### Wires at chosen ports, followed through buffers

The bar under the picture is 20 um long.
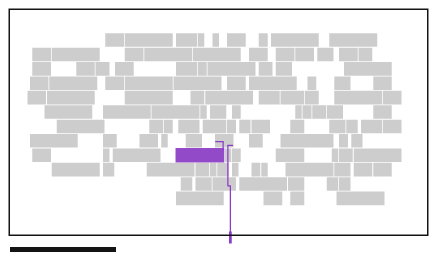
### M2 wires

The bar under the picture is 20 um long.
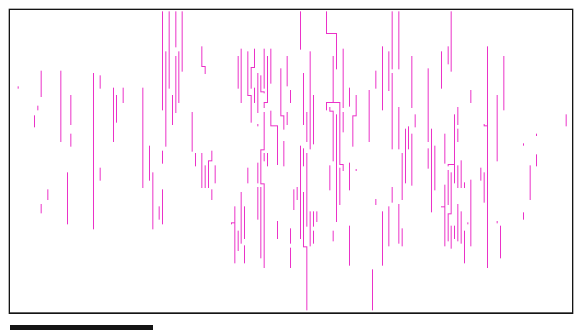
`src/rtl/flap_input_ctrl.sv`:
```
// Keycode-to-game-event front end: start pulse, frame-aligned flap request, hold-off and flap counter.
// Optional macro FLAP_AUTOREPEAT_EN re-arms a held flap key whenever the hold-off has expired.
module flap_input_ctrl #(
  parameter logic [7:0]  FLAP_KEY       = 8'h2C,
  parameter logic [7:0]  START_KEY      = 8'h16,
  parameter int unsigned HOLDOFF_FRAMES = 4
) (
  input  logic       Clk,
  input  logic       Reset_n,
  input  logic [7:0] keycode,
  input  logic       frame_clk,
  input  logic       game_active,
  output logic       start_pulse,
  output logic       flap_frame,
  output logic       flap_busy,
  output logic [7:0] flap_count
);

  typedef enum logic {KS_IDLE, KS_DOWN} key_state_e;

  localparam logic [3:0] HOLDOFF_INIT = 4'(HOLDOFF_FRAMES);

  key_state_e state_q, state_d;
  logic [7:0] kc_q, kc_d;
  logic       fs_sync1_q, fs_sync1_d;
  logic       fs_sync2_q, fs_sync2_d;
  logic       fs_prev_q, fs_prev_d;
  logic       frame_tick_q, frame_tick_d;
  logic       start_seen_q, start_seen_d;
  logic       start_pulse_q, start_pulse_d;
  logic       armed_q, armed_d;
  logic [3:0] holdoff_q, holdoff_d;
  logic       flap_frame_q, flap_frame_d;
  logic       flap_busy_q, flap_busy_d;
  logic [7:0] flap_count_q, flap_count_d;

  logic flap_key_hit;
  logic start_key_hit;
  logic arm_req;
  logic accept;

  always_comb begin
    kc_d         = keycode;
    fs_sync1_d   = frame_clk;
    fs_sync2_d   = fs_sync1_q;
    fs_prev_d    = fs_sync2_q;
    frame_tick_d = fs_sync2_q & ~fs_prev_q;

    flap_key_hit  = (kc_q == FLAP_KEY);
    start_key_hit = (kc_q == START_KEY);
    start_seen_d  = start_key_hit;
    start_pulse_d = start_key_hit & ~start_seen_q;

    // Only the IDLE->DOWN transition arms, so a held key cannot queue repeated flaps.
    state_d = state_q;
    arm_req = 1'b0;
    case (state_q)
      KS_IDLE: begin
        if (flap_key_hit) begin
          arm_req = 1'b1;
          state_d = KS_DOWN;
        end
      end
      KS_DOWN: begin
        if (!flap_key_hit) begin
          state_d = KS_IDLE;
        end
`ifdef FLAP_AUTOREPEAT_EN
        else if ((holdoff_q == 4'd0) && !armed_q) begin
          arm_req = 1'b1;
        end
`endif
      end
      default: state_d = KS_IDLE;
    endcase

    armed_d      = armed_q | arm_req;
    holdoff_d    = holdoff_q;
    flap_frame_d = flap_frame_q;
    flap_count_d = flap_count_q;
    accept       = frame_tick_q & armed_q & (holdoff_q == 4'd0) & game_active;

    // The tick sees the pre-edge armed value, so an arm landing on the tick edge waits a frame.
    if (frame_tick_q) begin
      if (accept) begin
        flap_frame_d = 1'b1;
        armed_d      = 1'b0;
        holdoff_d    = HOLDOFF_INIT;
        if (flap_count_q != 8'hFF) begin
          flap_count_d = flap_count_q + 8'd1;
        end
      end else begin
        flap_frame_d = 1'b0;
        if (holdoff_q != 4'd0) begin
          holdoff_d = holdoff_q - 4'd1;
        end
      end
    end

    if (!game_active) begin
      armed_d = 1'b0;
    end

    flap_busy_d = (holdoff_d != 4'd0);
  end

  always_ff @(posedge Clk or negedge Reset_n) begin
    if (!Reset_n) begin
      state_q       <= KS_IDLE;
      kc_q          <= 8'd0;
      fs_sync1_q    <= 1'b0;
      fs_sync2_q    <= 1'b0;
      fs_prev_q     <= 1'b0;
      frame_tick_q  <= 1'b0;
      start_seen_q  <= 1'b0;
      start_pulse_q <= 1'b0;
      armed_q       <= 1'b0;
      holdoff_q     <= 4'd0;
      flap_frame_q  <= 1'b0;
      flap_busy_q   <= 1'b0;
      flap_count_q  <= 8'd0;
    end else begin
      state_q       <= state_d;
      kc_q          <= kc_d;
      fs_sync1_q    <= fs_sync1_d;
      fs_sync2_q    <= fs_sync2_d;
      fs_prev_q     <= fs_prev_d;
      frame_tick_q  <= frame_tick_d;
      start_seen_q  <= start_seen_d;
      start_pulse_q <= start_pulse_d;
      armed_q       <= armed_d;
      holdoff_q     <= holdoff_d;
      flap_frame_q  <= flap_frame_d;
      flap_busy_q   <= flap_busy_d;
      flap_count_q  <= flap_count_d;
    end
  end

  assign start_pulse = start_pulse_q;
  assign flap_frame  = flap_frame_q;
  assign flap_busy   = flap_busy_q;
  assign flap_count  = flap_count_q;

endmodule

```
`config.mk`:
```
export PLATFORM = sky130hd
export DESIGN_NAME = flap_input_ctrl
export DESIGN_NICKNAME = d
export VERILOG_FILES = /design/src/rtl/flap_input_ctrl.sv
export SDC_FILE = /design/constraint.sdc
export NUM_CORES = 1
export LEC_CHECK = 0
export CORE_ASPECT_RATIO = 0.5
export CORE_MARGIN = 3
export CORE_UTILIZATION = 45
export CTS_BUF_LIST = sky130_fd_sc_hd__clkbuf_4
export CTS_CLUSTER_SIZE = 40
export DETAILED_ROUTE_END_ITERATION = 8
export PLACE_DENSITY = 0.77
export SYNTH_ARGS = -nofsm -noshare
export SYNTH_HDL_FRONTEND = slang
export SYNTH_SLANG_ARGS = --single-unit
```
`constraint.sdc`:
```
create_clock -name Clk -period 3.91 [get_ports Clk]
set_input_delay 1.173 -clock Clk [delete_from_list [all_inputs] [get_ports Clk]]
set_output_delay 1.173 -clock Clk [all_outputs]
set_load 0.02 [all_outputs]
```
==> impl_metrics.yaml <==
# synthesis and place-and-route metrics
run_status:
  outcome: "finished, final reports clean"
yosys:
  topCellsByArea: "dfrtp_1, xor2_1, a2111oi_4"
  yosys_area_sq_um: 1190
  synth_cell_types: 36
  ys_cells: 87
  synthXorXnorAreaFrac_pct: 3.67
  top_area_share_pct: 63.0
  postSynth.asyncResetShare_pct: 100
  ys_dominant_reg_cell: "dfrtp_1"
  synth_cells: 87
  edf_count: 0
  synthTopCellsByCount: "dfrtp_1, xor2_1, nand2_1"
  ys_seq_share_pct: 63.0
  fa_ha_area_share_pct: 2.10
  yosysWarnings: 0
  syn_nets: 101
  top_cell: "dfrtp_1"
  muxShareOfSynthArea_pct: 2.83
  synth-simple-area-share_pct: 16.7
  syn_avg_cell_area_sq_um: 13.7
  ys.flops: 30
  compound_area_share_pct: 10.8
  synth_area_sq_um: 1190
  largest_area_cell: "dfrtp_1"
  logic_family: "simple AND/OR/NAND/NOR gates"
min_path:
  min-delay-start: "fs_sync1_q"
  min_path_cells: 0
  holdPathEnd: "fs_prev_d"
  holdCritPathClass: "reg -> reg"
sta:
  period_needed_ns: 2.58
  layout_setup_ws_ns: 1.33
  rsz0062_at_grt: "no"
  slew_headroom_pct: 76.0
  finalSetupViolCount: 0
  max_freq_mhz: 387
  post-route-period-util_pct: 66.1
  hold_viol_final: 0
  drv_slew: 0
  worst_pin_slew_ns: 0.361
  clock_skew_ns: 0.00404
  tns_ns: 0
clocking:
  clk_pin_slew_worst_paths_ns: 0.09
  ctsHoldBuffers: 0
  cts_resized: 0
  cts.path.max_buffers: 2
  postCtsSetupBuffers: 0
  cts_tree: "done"
  cts_root_buffer: "clkbuf_4"
  cts-buffers-inserted: 5
  clock_latency_ns: 0.32
  cts.sinks: 30
  h-tree-depth: 2
power_and_ir_drop:
  vdd_drop_max_mv: 0.251
  power_frac_clock_pct: 26.3
  power.leakage_nw: 0.696
  p_sw_share_pct: 27.9
  power_density_nw_per_um2: 427
  p_sw_w: 0.000181
  internal-power_w: 0.000467
  p_seq_share_pct: 55.9
  pwr-share-comb_pct: 17.8
floorplanning:
  core_sq_um: 2360
  chipArea_sq_um: 3340
  dieWidth_um: 78.8
  initial_core_util_pct: 50.6
  die_y_um: 42.4
  fp-row-count: 12
layout:
  insertedDiodeCount: 0
  area_delta_synth_final_pct: 27.3
  layout-drive-gt1-share_pct: 15.3
  utilization_pct: 64.4
  nFillCells: 192
  layoutNonFillerInstCount: 153
  nets: 131
worst_setup_path:
  cp-end-kind: "output port"
  worstSetupPathType: "reg -> out"
  critPathMaxStageDelay_ns: 0.64
  crit_family: "buffers and inverters"
  arrival_ns: 1.41
  worstPathMaxFanout: 6
  reg2reg_slack_ns: 2.02
  startpoint_type: "flop"
  reg2regPathDepth: 6
  r2r_end: "flap_busy"
  path_cells: "clkdlybuf4s50_1"
  crit_required_ns: 2.74
  critPathBufInv: 1
  rr_startpoint: "holdoff_q[0]"
  crit_path_top_delay_cell: "clkdlybuf4s50_1"
global_routing:
  grt_pass1_vias: 770
  antenna_found_initial: 0
  gr-total-overflow: 0
  grt_util_all_layers_pct: 13.1
  grt_pass1_wl_um: 3280
  grt_max_degree: 31
routing:
  ant_nets: 0
  wl_per_cell_um: 12.1
  drc: 0
  vias_per_cell: 4.97
  drt_iter0_drc: 43
  dr.pass1.iters: 4
placement:
  place_inst: 145
  pre_cts_ws_ns: 1.10
  hpwl_um: 1370
  place.gp.congestion: 0.756
job:
  tool_warnings: 26
  drv_cap: 0
Back to the opening pictures, 'Wires at chosen ports, followed through buffers':
flap_busy -> purple  # bits 1, direction output, end cells 1, buffers 1, wire 21.0 um
I/O Pins: 23
number of buffers added on ports: 22

Back to the opening pictures, 'M2 wires':
share of all routed wire = 47%
longest straight run = 30.9 um
main direction = vertical
nets with wire on the layer = 115
wire length on this layer = 861 um
routed via count: 761
Total Wirelength: 1850 um
GRT met2 Usage: 20.6%

==> worst register-to-register path: cells and delay by family, from the launching register on <==
kind | cells | cell delay (ns)
AND-OR/OR-AND | 1 | 0.16
adder cells (fa/ha/maj) | 1 | 0.21
buffers and inverters | 1 | 0.07
AND/OR/NAND/NOR | 3 | 0.94
flip-flops | 1 | 0.40
==> layout make-up <==
class,instances,area [sq um],share of cell area [%]
Sequential cell,30,751,49.5
Clock inverter,3,16.3,1.07
Tap cell,35,43.8,2.89
Inverter,3,11.3,0.742
Multi-Input combinational cell,54,430,28.4
Timing Repair Buffer,23,228,15.0
Clock buffer,5,37.5,2.47
==> flip-flops by register name, indices dropped and copies added, names as in the netlist <==
register      cells
armed_q           1
flap_busy         1
flap_count        8
flap_frame        1
frame_tick_q      1
fs_prev_d         1
fs_prev_q         1
fs_sync1_q        1
holdoff_q         4
kc_q              8
start_pulse       1
start_seen_q      1
state_q           1
==> metrics by stage <==
| step | power, W | hold WS (ns) | instance area (sq um) |
|---|---|---|---|
| floorplan | 0.000440 | 0.331 | 1190 |
| global placement | 0.000480 | 0.336 | 1460 |
| detailed placement | 0.000485 | 0.339 | 1460 |
| CTS | 0.000657 | 0.361 | 1520 |
| global route | 0.000694 | 0.365 | 1520 |
| finish | 0.000648 | 0.357 | 1520 |
==> cells in the final DEF, fill, tap and decap left out, drive strengths merged <==
cell,n
nor4b,1
xor2,5
or3b,1
clkbuf,5
or4b,1
a31oi,1
clkinvlp,1
and4,1
nor3,3
dfrtp,30
a2111oi,2
or4bb,2
clkdlybuf4s50,22
a21oi,2
a211oi,1
nor3b,2
a211o,1
clkinv,2
nor2b,2
nand4,1
nand2b,1
inv,3
nand3,3
and3,3
ha,2
or3,1
a41oi,1
o211a,1
nor2,3
and2,1
buf,1
nand2,4
o21ai,2
o2bb2ai,1
mux2,3
a21o,2
==> per-layer routing <==
layer | vias to the layer above | routed length, um | GRT usage (%) | share of wire, %
met5 | - | 0 | 0 | 0
met4 | 0 | 0 | 4.18 | 0
met3 | 0 | 127 | 7.30 | 6.9
met2 | 19 | 861 | 20.6 | 47
met1 | 362 | 858 | 15.4 | 46
li1 | 380 | - | - | -
==> logic make-up after synthesis <==
logic type,count (synthesis)
simple gates,30
flops,30
compound gates,14
xor+xnor,5
buf+inv,3
mux,3
fa+ha+maj,2
==> how the worst max path moves through the flow <==
stage,depth (start not counted),end,slack [ns],from
2_1_floorplan,4,flap_count[1],1.75,game_active
3_3_place_gp,5,flap_count[1],1.17,game_active
3_5_place_dp,5,flap_count[1],1.10,game_active
4_1_cts,1,flap_count[2],1.30,flap_count[2]
5_1_grt,1,flap_count[2],1.24,flap_count[2]
6_report,1,flap_count[2],1.33,flap_count[2]
==> power by group through the flow <==
stage	logic, W	registers [W]	clock network (W)
after detailed placement	0.000116	0.000369	0
final	0.000115	0.000362	0.000171
after global routing	0.000132	0.000367	0.000195
after floorplan	0.0000716	0.000368	0
after CTS	0.000116	0.000362	0.000178
after global placement	0.000113	0.000368	0
Power and IR drop assume default switching activity.
